==> src/rtl/tile_xy_ring_router_if.sv <==
// Link, inject and eject signals of one tile_xy_ring_router stage.
// The router connects through the slave modport; its environment uses master.
interface tile_xy_ring_router_if #(
  parameter int unsigned FW = 68
);
  logic          lo_in_vld;
  logic [FW-1:0] lo_in_flit;
  logic          hi_in_vld;
  logic [FW-1:0] hi_in_flit;
  logic          lo_crd_out;
  logic          hi_crd_out;
  logic          lo_out_vld;
  logic [FW-1:0] lo_out_flit;
  logic          hi_out_vld;
  logic [FW-1:0] hi_out_flit;
  logic          lo_crd_in;
  logic          hi_crd_in;
  logic          inj_vld;
  logic [FW-1:0] inj_flit;
  logic          inj_rdy;
  logic          ej_vld;
  logic [FW-1:0] ej_flit;
  logic          ej_rdy;
  logic [2:0]    af;
  logic          err_ovf;
  logic          err_crd;

  modport master (
    output lo_in_vld, lo_in_flit, hi_in_vld, hi_in_flit,
    output lo_crd_in, hi_crd_in, inj_vld, inj_flit, ej_rdy,
    input  lo_crd_out, hi_crd_out, lo_out_vld, lo_out_flit, hi_out_vld, hi_out_flit,
    input  inj_rdy, ej_vld, ej_flit, af, err_ovf, err_crd
  );

  modport slave (
    input  lo_in_vld, lo_in_flit, hi_in_vld, hi_in_flit,
    input  lo_crd_in, hi_crd_in, inj_vld, inj_flit, ej_rdy,
    output lo_crd_out, hi_crd_out, lo_out_vld, lo_out_flit, hi_out_vld, hi_out_flit,
    output inj_rdy, ej_vld, ej_flit, af, err_ovf, err_crd
  );
endinterface

==> src/rtl/tile_xy_ring_router.sv <==
// One-dimension ring router stage: lo/hi/inj input FIFOs, per-destination
// round-robin arbitration, credit-based link flow control, held eject register.
module tile_xy_ring_router #(
  parameter int unsigned TILE_X  = 0,
  parameter int unsigned TILE_Y  = 0,
  parameter int unsigned DIM     = 0,
  parameter int unsigned COORD_W = 2,
  parameter int unsigned DW      = 64,
  parameter int unsigned DEPTH   = 8,
  parameter int unsigned AF_LVL  = 6,
  localparam int unsigned FW     = 2*COORD_W + DW,
  localparam int unsigned CW     = $clog2(DEPTH + 1)
) (
  input logic                  clk,
  input logic                  rst_n,
  tile_xy_ring_router_if.slave bus
);
  localparam int unsigned AW = $clog2(DEPTH);
  localparam int unsigned NS = 3;
  localparam logic [COORD_W-1:0] OWN = (DIM == 0) ? COORD_W'(TILE_X) : COORD_W'(TILE_Y);

  typedef enum logic [1:0] {DST_HI = 2'd0, DST_LO = 2'd1, DST_EJ = 2'd2} dst_e;

  // Sources: 0 = lo FIFO, 1 = hi FIFO, 2 = inj FIFO
  logic [FW-1:0]      mem     [NS][DEPTH];
  logic [AW-1:0]      wp      [NS];
  logic [AW-1:0]      rp      [NS];
  logic [CW-1:0]      occ     [NS];
  logic [CW-1:0]      occ_nxt [NS];
  logic [FW-1:0]      in_flit [NS];
  logic [FW-1:0]      head    [NS];
  logic [COORD_W-1:0] coord   [NS];
  dst_e               dst     [NS];
  logic [NS-1:0]      in_vld, full, empty, wr, pop;

  // Destinations indexed by dst_e
  logic [1:0]    rr    [NS];
  logic [1:0]    gnt_s [NS];
  logic [NS-1:0] can, gnt_v;
  logic [1:0]    cand;

  logic [CW-1:0] crd [2];
  logic [1:0]    send, crd_in;
  logic          ovf;

  logic          lo_out_vld_q, hi_out_vld_q, ej_vld_q;
  logic [FW-1:0] lo_out_flit_q, hi_out_flit_q, ej_flit_q;
  logic          lo_crd_q, hi_crd_q, err_ovf_q, err_crd_q;
  logic [2:0]    af_q;

  function automatic logic [1:0] wrap3(input int unsigned v);
    return 2'(v % NS);
  endfunction

  always_comb begin
    in_vld     = {bus.inj_vld, bus.hi_in_vld, bus.lo_in_vld};
    in_flit[0] = bus.lo_in_flit;
    in_flit[1] = bus.hi_in_flit;
    in_flit[2] = bus.inj_flit;
    crd_in     = {bus.hi_crd_in, bus.lo_crd_in};
  end

  always_comb begin
    for (int unsigned s = 0; s < NS; s++) begin
      full[s]  = (occ[s] == CW'(DEPTH));
      empty[s] = (occ[s] == '0);
      head[s]  = mem[s][rp[s]];
      coord[s] = (DIM == 0) ? head[s][DW +: COORD_W] : head[s][DW+COORD_W +: COORD_W];
      if (coord[s] > OWN)      dst[s] = DST_HI;
      else if (coord[s] < OWN) dst[s] = DST_LO;
      else                     dst[s] = DST_EJ;
    end
  end

  // A head has exactly one destination, so per-destination grants never
  // collide on a source and a single pop vector suffices.
  always_comb begin
    can[DST_HI] = (crd[1] != '0);
    can[DST_LO] = (crd[0] != '0);
    can[DST_EJ] = !ej_vld_q || bus.ej_rdy;
    gnt_v = '0;
    pop   = '0;
    cand  = '0;
    for (int unsigned d = 0; d < NS; d++) gnt_s[d] = '0;
    for (int unsigned d = 0; d < NS; d++) begin
      for (int unsigned k = 0; k < NS; k++) begin
        cand = wrap3(32'(rr[d]) + k);
        if (can[d] && !gnt_v[d] && !empty[cand] && dst[cand] == dst_e'(2'(d))) begin
          gnt_v[d] = 1'b1;
          gnt_s[d] = cand;
        end
      end
      if (gnt_v[d]) pop[gnt_s[d]] = 1'b1;
    end
  end

  always_comb begin
    wr[0] = in_vld[0] && (!full[0] || pop[0]);
    wr[1] = in_vld[1] && (!full[1] || pop[1]);
    wr[2] = in_vld[2] && !full[2];
    ovf   = (in_vld[0] && full[0] && !pop[0]) || (in_vld[1] && full[1] && !pop[1]);
    for (int unsigned s = 0; s < NS; s++)
      occ_nxt[s] = occ[s] + CW'(wr[s]) - CW'(pop[s]);
    send = {gnt_v[DST_HI], gnt_v[DST_LO]};
  end

  // Storage needs no reset: occupancy alone decides what is valid.
  always_ff @(posedge clk) begin
    for (int unsigned s = 0; s < NS; s++)
      if (wr[s]) mem[s][wp[s]] <= in_flit[s];
  end

  always_ff @(posedge clk or negedge rst_n) begin
    if (!rst_n) begin
      for (int unsigned s = 0; s < NS; s++) begin
        wp[s]  <= '0;
        rp[s]  <= '0;
        occ[s] <= '0;
        rr[s]  <= '0;
      end
      crd[0]        <= CW'(DEPTH);
      crd[1]        <= CW'(DEPTH);
      lo_out_vld_q  <= 1'b0;
      hi_out_vld_q  <= 1'b0;
      ej_vld_q      <= 1'b0;
      lo_out_flit_q <= '0;
      hi_out_flit_q <= '0;
      ej_flit_q     <= '0;
      lo_crd_q      <= 1'b0;
      hi_crd_q      <= 1'b0;
      err_ovf_q     <= 1'b0;
      err_crd_q     <= 1'b0;
      af_q          <= '0;
    end else begin
      for (int unsigned s = 0; s < NS; s++) begin
        if (wr[s])  wp[s] <= wp[s] + 1'b1;
        if (pop[s]) rp[s] <= rp[s] + 1'b1;
        occ[s]  <= occ_nxt[s];
        af_q[s] <= (occ_nxt[s] >= CW'(AF_LVL));
        if (gnt_v[s]) rr[s] <= (gnt_s[s] == 2'd2) ? 2'd0 : gnt_s[s] + 2'd1;
      end
      for (int unsigned l = 0; l < 2; l++) begin
        if (send[l] && !crd_in[l]) begin
          crd[l] <= crd[l] - 1'b1;
        end else if (crd_in[l] && !send[l]) begin
          if (crd[l] == CW'(DEPTH)) err_crd_q <= 1'b1;
          else                      crd[l]    <= crd[l] + 1'b1;
        end
      end
      hi_out_vld_q <= gnt_v[DST_HI];
      if (gnt_v[DST_HI]) hi_out_flit_q <= head[gnt_s[DST_HI]];
      lo_out_vld_q <= gnt_v[DST_LO];
      if (gnt_v[DST_LO]) lo_out_flit_q <= head[gnt_s[DST_LO]];
      if (gnt_v[DST_EJ]) begin
        ej_vld_q  <= 1'b1;
        ej_flit_q <= head[gnt_s[DST_EJ]];
      end else if (bus.ej_rdy) begin
        ej_vld_q  <= 1'b0;
      end
      lo_crd_q <= pop[0];
      hi_crd_q <= pop[1];
      if (ovf) err_ovf_q <= 1'b1;
    end
  end

  assign bus.lo_out_vld  = lo_out_vld_q;
  assign bus.lo_out_flit = lo_out_flit_q;
  assign bus.hi_out_vld  = hi_out_vld_q;
  assign bus.hi_out_flit = hi_out_flit_q;
  assign bus.ej_vld      = ej_vld_q;
  assign bus.ej_flit     = ej_flit_q;
  assign bus.lo_crd_out  = lo_crd_q;
  assign bus.hi_crd_out  = hi_crd_q;
  assign bus.inj_rdy     = !full[2];
  assign bus.af          = af_q;
  assign bus.err_ovf     = err_ovf_q;
  assign bus.err_crd     = err_crd_q;
endmodule

==> src/flat_wrapper.sv <==
// flat-port wrapper written by rule: the top's interface ports become plain ports
module tile_xy_ring_router_flat 
#(
  parameter int unsigned TILE_X  = 0,
  parameter int unsigned TILE_Y  = 0,
  parameter int unsigned DIM     = 0,
  parameter int unsigned COORD_W = 2,
  parameter int unsigned DW      = 64,
  parameter int unsigned DEPTH   = 8,
  parameter int unsigned AF_LVL  = 6,
  localparam int unsigned FW     = 2*COORD_W + DW,
  localparam int unsigned CW     = $clog2(DEPTH + 1)
)
  (clk, rst_n, bus_lo_in_vld, bus_lo_in_flit, bus_hi_in_vld, bus_hi_in_flit, bus_lo_crd_in, bus_hi_crd_in, bus_inj_vld, bus_inj_flit, bus_ej_rdy, bus_lo_crd_out, bus_hi_crd_out, bus_lo_out_vld, bus_lo_out_flit, bus_hi_out_vld, bus_hi_out_flit, bus_inj_rdy, bus_ej_vld, bus_ej_flit, bus_af, bus_err_ovf, bus_err_crd);
  tile_xy_ring_router_if #(.FW((2*COORD_W + DW))) bus_i ();
  input logic clk;
  input logic rst_n;
  input wire logic [$bits(bus_i.lo_in_vld)-1:0] bus_lo_in_vld;
  input wire logic [$bits(bus_i.lo_in_flit)-1:0] bus_lo_in_flit;
  input wire logic [$bits(bus_i.hi_in_vld)-1:0] bus_hi_in_vld;
  input wire logic [$bits(bus_i.hi_in_flit)-1:0] bus_hi_in_flit;
  input wire logic [$bits(bus_i.lo_crd_in)-1:0] bus_lo_crd_in;
  input wire logic [$bits(bus_i.hi_crd_in)-1:0] bus_hi_crd_in;
  input wire logic [$bits(bus_i.inj_vld)-1:0] bus_inj_vld;
  input wire logic [$bits(bus_i.inj_flit)-1:0] bus_inj_flit;
  input wire logic [$bits(bus_i.ej_rdy)-1:0] bus_ej_rdy;
  output wire logic [$bits(bus_i.lo_crd_out)-1:0] bus_lo_crd_out;
  output wire logic [$bits(bus_i.hi_crd_out)-1:0] bus_hi_crd_out;
  output wire logic [$bits(bus_i.lo_out_vld)-1:0] bus_lo_out_vld;
  output wire logic [$bits(bus_i.lo_out_flit)-1:0] bus_lo_out_flit;
  output wire logic [$bits(bus_i.hi_out_vld)-1:0] bus_hi_out_vld;
  output wire logic [$bits(bus_i.hi_out_flit)-1:0] bus_hi_out_flit;
  output wire logic [$bits(bus_i.inj_rdy)-1:0] bus_inj_rdy;
  output wire logic [$bits(bus_i.ej_vld)-1:0] bus_ej_vld;
  output wire logic [$bits(bus_i.ej_flit)-1:0] bus_ej_flit;
  output wire logic [$bits(bus_i.af)-1:0] bus_af;
  output wire logic [$bits(bus_i.err_ovf)-1:0] bus_err_ovf;
  output wire logic [$bits(bus_i.err_crd)-1:0] bus_err_crd;
  assign bus_i.lo_in_vld = bus_lo_in_vld;
  assign bus_i.lo_in_flit = bus_lo_in_flit;
  assign bus_i.hi_in_vld = bus_hi_in_vld;
  assign bus_i.hi_in_flit = bus_hi_in_flit;
  assign bus_i.lo_crd_in = bus_lo_crd_in;
  assign bus_i.hi_crd_in = bus_hi_crd_in;
  assign bus_i.inj_vld = bus_inj_vld;
  assign bus_i.inj_flit = bus_inj_flit;
  assign bus_i.ej_rdy = bus_ej_rdy;
  assign bus_lo_crd_out = bus_i.lo_crd_out;
  assign bus_hi_crd_out = bus_i.hi_crd_out;
  assign bus_lo_out_vld = bus_i.lo_out_vld;
  assign bus_lo_out_flit = bus_i.lo_out_flit;
  assign bus_hi_out_vld = bus_i.hi_out_vld;
  assign bus_hi_out_flit = bus_i.hi_out_flit;
  assign bus_inj_rdy = bus_i.inj_rdy;
  assign bus_ej_vld = bus_i.ej_vld;
  assign bus_ej_flit = bus_i.ej_flit;
  assign bus_af = bus_i.af;
  assign bus_err_ovf = bus_i.err_ovf;
  assign bus_err_crd = bus_i.err_crd;
  tile_xy_ring_router #(.TILE_X(TILE_X), .TILE_Y(TILE_Y), .DIM(DIM), .COORD_W(COORD_W), .DW(DW), .DEPTH(DEPTH), .AF_LVL(AF_LVL)) u_core (.clk(clk), .rst_n(rst_n), .bus(bus_i));
endmodule
==> config.mk <==
export PLATFORM = sky130hd
export DESIGN_NAME = tile_xy_ring_router_flat
export DESIGN_NICKNAME = d
export VERILOG_FILES = /design/src/rtl/tile_xy_ring_router_if.sv /design/src/rtl/tile_xy_ring_router.sv /design/src/flat_wrapper.sv
export SDC_FILE = /design/constraint.sdc
export NUM_CORES = 2
export LEC_CHECK = 0
export CORE_MARGIN = 2
export CORE_UTILIZATION = 59
export CTS_CLUSTER_SIZE = 10
export DETAILED_ROUTE_END_ITERATION = 8
export PLACE_DENSITY = 0.81
export SLEW_MARGIN = 10
export SYNTH_ARGS = -nofsm -noshare
export SYNTH_HDL_FRONTEND = slang
export SYNTH_SLANG_ARGS = --single-unit
==> constraint.sdc <==
create_clock -name clk -period 11.6 [get_ports clk]
set_input_delay 1.16 -clock clk [delete_from_list [all_inputs] [get_ports clk]]
set_output_delay 1.16 -clock clk [all_outputs]
set_load 0.1 [all_outputs]
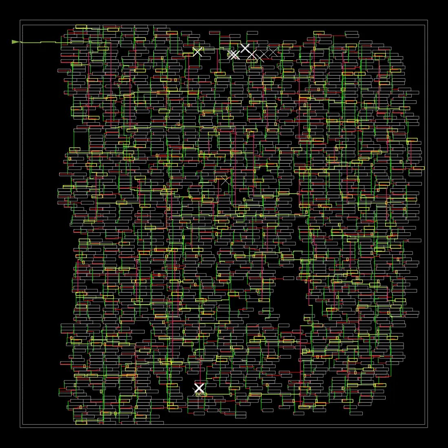
**Above:** clock wiring as the flow saved it.
TritonCTS Buffers: 200
total of clock buffers placed in the layout: 330
Fin Clk Skew: 0.0259 ns

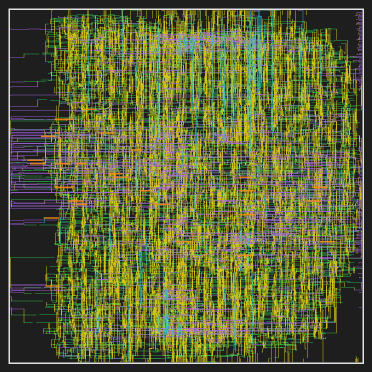
**Above:** routed metal, one colour a layer.
(1 px per µm)
Key: cyan = M4 [wire length 5,720 µm]; yellow = M2 [wire length 88.0 mm]; green = M1 [wire length 64.1 mm]; purple = M3 [wire length 26.5 mm]; orange = M5 [wire length 340 µm]
total global-route track usage: 29.7%
final routed wirelength across all metal layers: 185 mm
via count of the routed design: 38,200

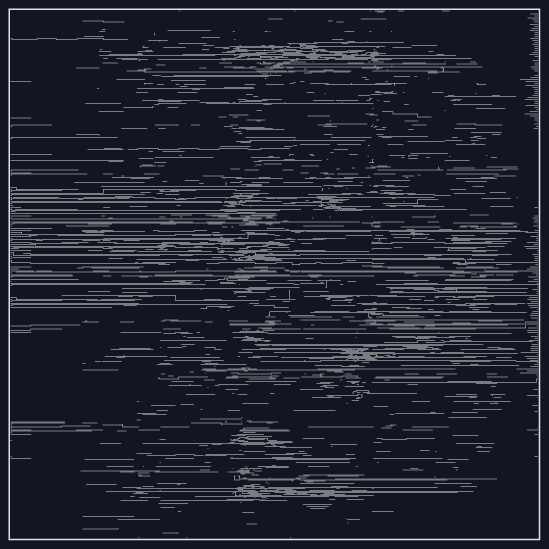
**Above:** M3 wires.
(1.5 px per µm)
The longest straight run is 186 µm. 851 nets have wire on it. The wires run mostly horizontal. The layer holds 14% of the routed length.
routing usage on met3: 12.3%

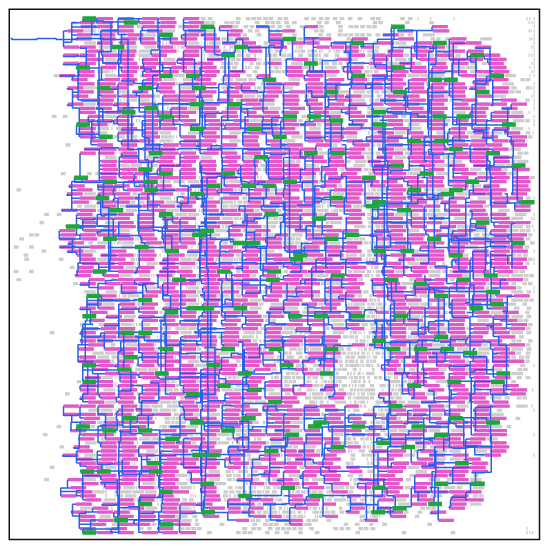
**Above:** clock distribution.
(1.5 px per µm)
Key: magenta = flip-flops [count 1,819]; green = clock-net drivers [count 200]; blue = clock wires [length 19,600 µm]
Position of the flops: widely spread.
power share of the clock group: 21.6%
Worst-Skew Late Latency: 0.78 ns

==> Implementation_results.wiki <==
== Metrics ==
{| class="wikitable"
! Metric !! Value
|-
| Min Hold Slack || 0.368 ns
|-
| Number of slew-limit violations in the final report || 0
|-
| Floorplan Utilization || 59.6%
|-
| Hold Crit Class || input port to asynchronous set/reset pin
|-
| First-pass GRT wire length || approximately 270 mm
|-
| Time the final worst path needs with I/O delays and setup || 7.17 ns
|-
| Max Clk Rate || 0.139 GHz
|-
| Worst VDD drop || between 300 and 400 µV
|-
| Final weighted congestion in routability-driven placement || 0.875
|-
| Number of cells in the yosys synthesis report || 3,544
|-
| Worst Max-Slew Pin Slew || 1.20 ns
|-
| Vias per cell || 6.66
|-
| Top cells by area, synth || sky130_fd_sc_hd__edfxtp_1 68%, sky130_fd_sc_hd__mux4_2 13%, sky130_fd_sc_hd__dfrtp_1 6.5%
|-
| Post-Route Setup TNS || 0 ns
|-
| Portion of netlist area occupied by mux cells || 16.2%
|-
| Maximum number of pins on one net before global-route repair || about 110
|-
| Cell at the root of the clock tree || sky130_fd_sc_hd__clkbuf_16
|-
| DRC errors left || 60
|-
| Antenna-violating nets left || 0
|-
| Fraction of final layout cells with drive strength greater than 1 || 21.7%
|-
| Simple-Gate Fraction of Synth Area || 2.70%
|-
| Total congestion overflow || 0
|-
| Pre-CTS setup slack || 4.34 ns
|-
| Crit-path max FO || around 90
|-
| Number of enable flip-flop cells || 1,632
|-
| Power per Cell Area || 317 nW/µm²
|-
| CTS clock-pin slew for the worst setup and hold paths || roughly 0.060 ns
|-
| AO/OA Area Share || 3.06%
|-
| Chip area || about 120,000 µm²
|-
| CTS tree || yes
|-
| Status || complete, but fails checks
|-
| Number of max-cap violations || 0
|-
| Most common logic cell in the routed design || sky130_fd_sc_hd__edfxtp_1
|-
| Static leakage power || 27.6 nW
|-
| Required time of the worst setup path || 11.97 ns
|-
| Post-synthesis sequential area ratio || 74.9%
|-
| Final Instance Area || 82,700 µm²
|-
| Via count of the first global-routing pass || 38,500
|-
| Max Root-Sink Buffers || 3
|-
| Number of H-tree branching levels || 4
|-
| Commonest cells after routing, fill and taps aside || 1,632 x sky130_fd_sc_hd__edfxtp_1, 408 x sky130_fd_sc_hd__mux4_2, 349 x sky130_fd_sc_hd__clkdlybuf4s50_1
|-
| Total I/O pin count || roughly 430
|-
| Per-cell routed wire length || 32.2 µm
|-
| Arr. time, crit path || 7.55 ns
|-
| Synth Instances || 3,544
|-
| Post-CTS setup repair buffer count || 0
|-
| Violated checks || design-rule violations
|-
| Number of input and output port buffers inserted || 357
|-
| Core region area || 120,000 µm²
|-
| Final Hold Viols || 0
|-
| Flip-flop cell with the highest count after synthesis || sky130_fd_sc_hd__edfxtp_1
|-
| Worst setup slack after layout || 4.43 ns
|-
| Synthesized area divided by synthesized cell count || 20.2 µm²
|-
| Endpoint class of the critical path || flip-flop
|-
| Total number of placement rows || 127
|-
| Count of yosys warnings during synthesis || 0
|-
| Final period utilization || 61.8%
|-
| Detail Placement HPWL || 107 mm
|-
| Async set-or-reset flop fraction in the synthesized netlist || just over 10%
|-
| Total number of clock tree sinks || 1,819
|-
| Xor/xnor share of the synthesized area || 0.281%
|-
| Starting DRT DRC Count || 5,968
|-
| Netlist cell types || about 72
|-
| Synth Register Bits || 1,819
|}
## layer usage
layer / up-vias / track usage, % / part of all wire (%)
met1: 19500 / 38.8 / 35
met5: - / 0 / 0.18
met4: 54 / 9.67 / 3.1
met2: 2803 / 45.6 / 48
met3: 452 / 12.3 / 14
li1: 15300 / - / -
## power breakdown
| part | switching, mW | internal, mW |
|---|---|---|
| clock network | 2.40 | 3.28 |
| logic | 7.30 | 3.76 |
| registers | 0.957 | 8.52 |
## worst max-delay path: stages (launching register included)
cell	delay, ns
sky130_fd_sc_hd__dfrtp_4	1.04
sky130_fd_sc_hd__buf_12	0.59
sky130_fd_sc_hd__mux4_2	0.40
sky130_fd_sc_hd__mux2i_4	0.16
sky130_fd_sc_hd__a211oi_1	0.50
sky130_fd_sc_hd__nor3_1	0.12
sky130_fd_sc_hd__o32ai_1	0.59
sky130_fd_sc_hd__o22a_4	1.01
sky130_fd_sc_hd__o31ai_4	0.31
sky130_fd_sc_hd__nor3_2	1.00
sky130_fd_sc_hd__buf_4	0.87
## worst paths after layout
| kind | end | slack [ns] | cells after the start |
|---|---|---|---|
| min in group clk | u_core.crd[7]$_DFFE_PN1P_ | 0.49 | 1 |
| worst min register to register | u_core.crd[7]$_DFFE_PN1P_ | 0.49 | 1 |
| worst max-delay path | u_core.mem[0][309]$_DFFE_PP_ | 4.43 | 10 |
| worst max register to register | u_core.mem[0][309]$_DFFE_PP_ | 4.43 | 10 |
| max in group asynchronous | u_core.rp[7]$_DFFE_PN0N_ | 9.68 | 2 |
| worst min-delay path | u_core.occ[2]$_DFF_PN0_ | 0.37 | 1 |
## cell type report
cell class | count | area [µm²]
flip-flops and latches | 1819 | 53700
fillers | 7008 | 37500
multi-input cells | 1474 | 16900
clock buffers | 330 | 5640
repair buffers | 417 | 4040
well taps | 1612 | 2020
inverters | 46 | 173
clock inverters | 7 | 91.3
diodes | 24 | 60.1
## metrics by stage
step | util (%) | power [mW] | std cells
3_3_place_gp | 64.0 | 20.0 | 5368
2_1_floorplan | - | 16.9 | 3612
5_1_grt | 68.8 | 27.1 | 5721
6_report | 68.8 | 26.2 | 5729
4_1_cts | 68.8 | 26.1 | 5705
3_5_place_dp | 64.0 | 20.3 | 5368
## synth_stat cells, types with 34 or more instances
cell type	number
sky130_fd_sc_hd__mux2i_1	76
sky130_fd_sc_hd__clkbuf_1	128
sky130_fd_sc_hd__a222oi_1	126
sky130_fd_sc_hd__o21ai_0	71
sky130_fd_sc_hd__mux2_2	140
sky130_fd_sc_hd__buf_4	69
sky130_fd_sc_hd__nand2_1	285
sky130_fd_sc_hd__inv_1	44
sky130_fd_sc_hd__buf_1	56
sky130_fd_sc_hd__ha_1	34
sky130_fd_sc_hd__mux4_2	408
sky130_fd_sc_hd__nand3_1	71
sky130_fd_sc_hd__dfrtp_1	185
sky130_fd_sc_hd__edfxtp_1	1632
## sequential cells by signal, summed over array words and instances (netlist names), 3 cells and up
register                flops
u_core.bus.hi_out_flit     68
u_core.occ                 12
u_core.rr                   4
u_core.rp                   9
u_core.wp                   9
u_core.mem               1632
u_core.crd                  8
u_core.bus.af               3
u_core.bus.ej_flit         68
Power is estimated from default activity; no workload was simulated.
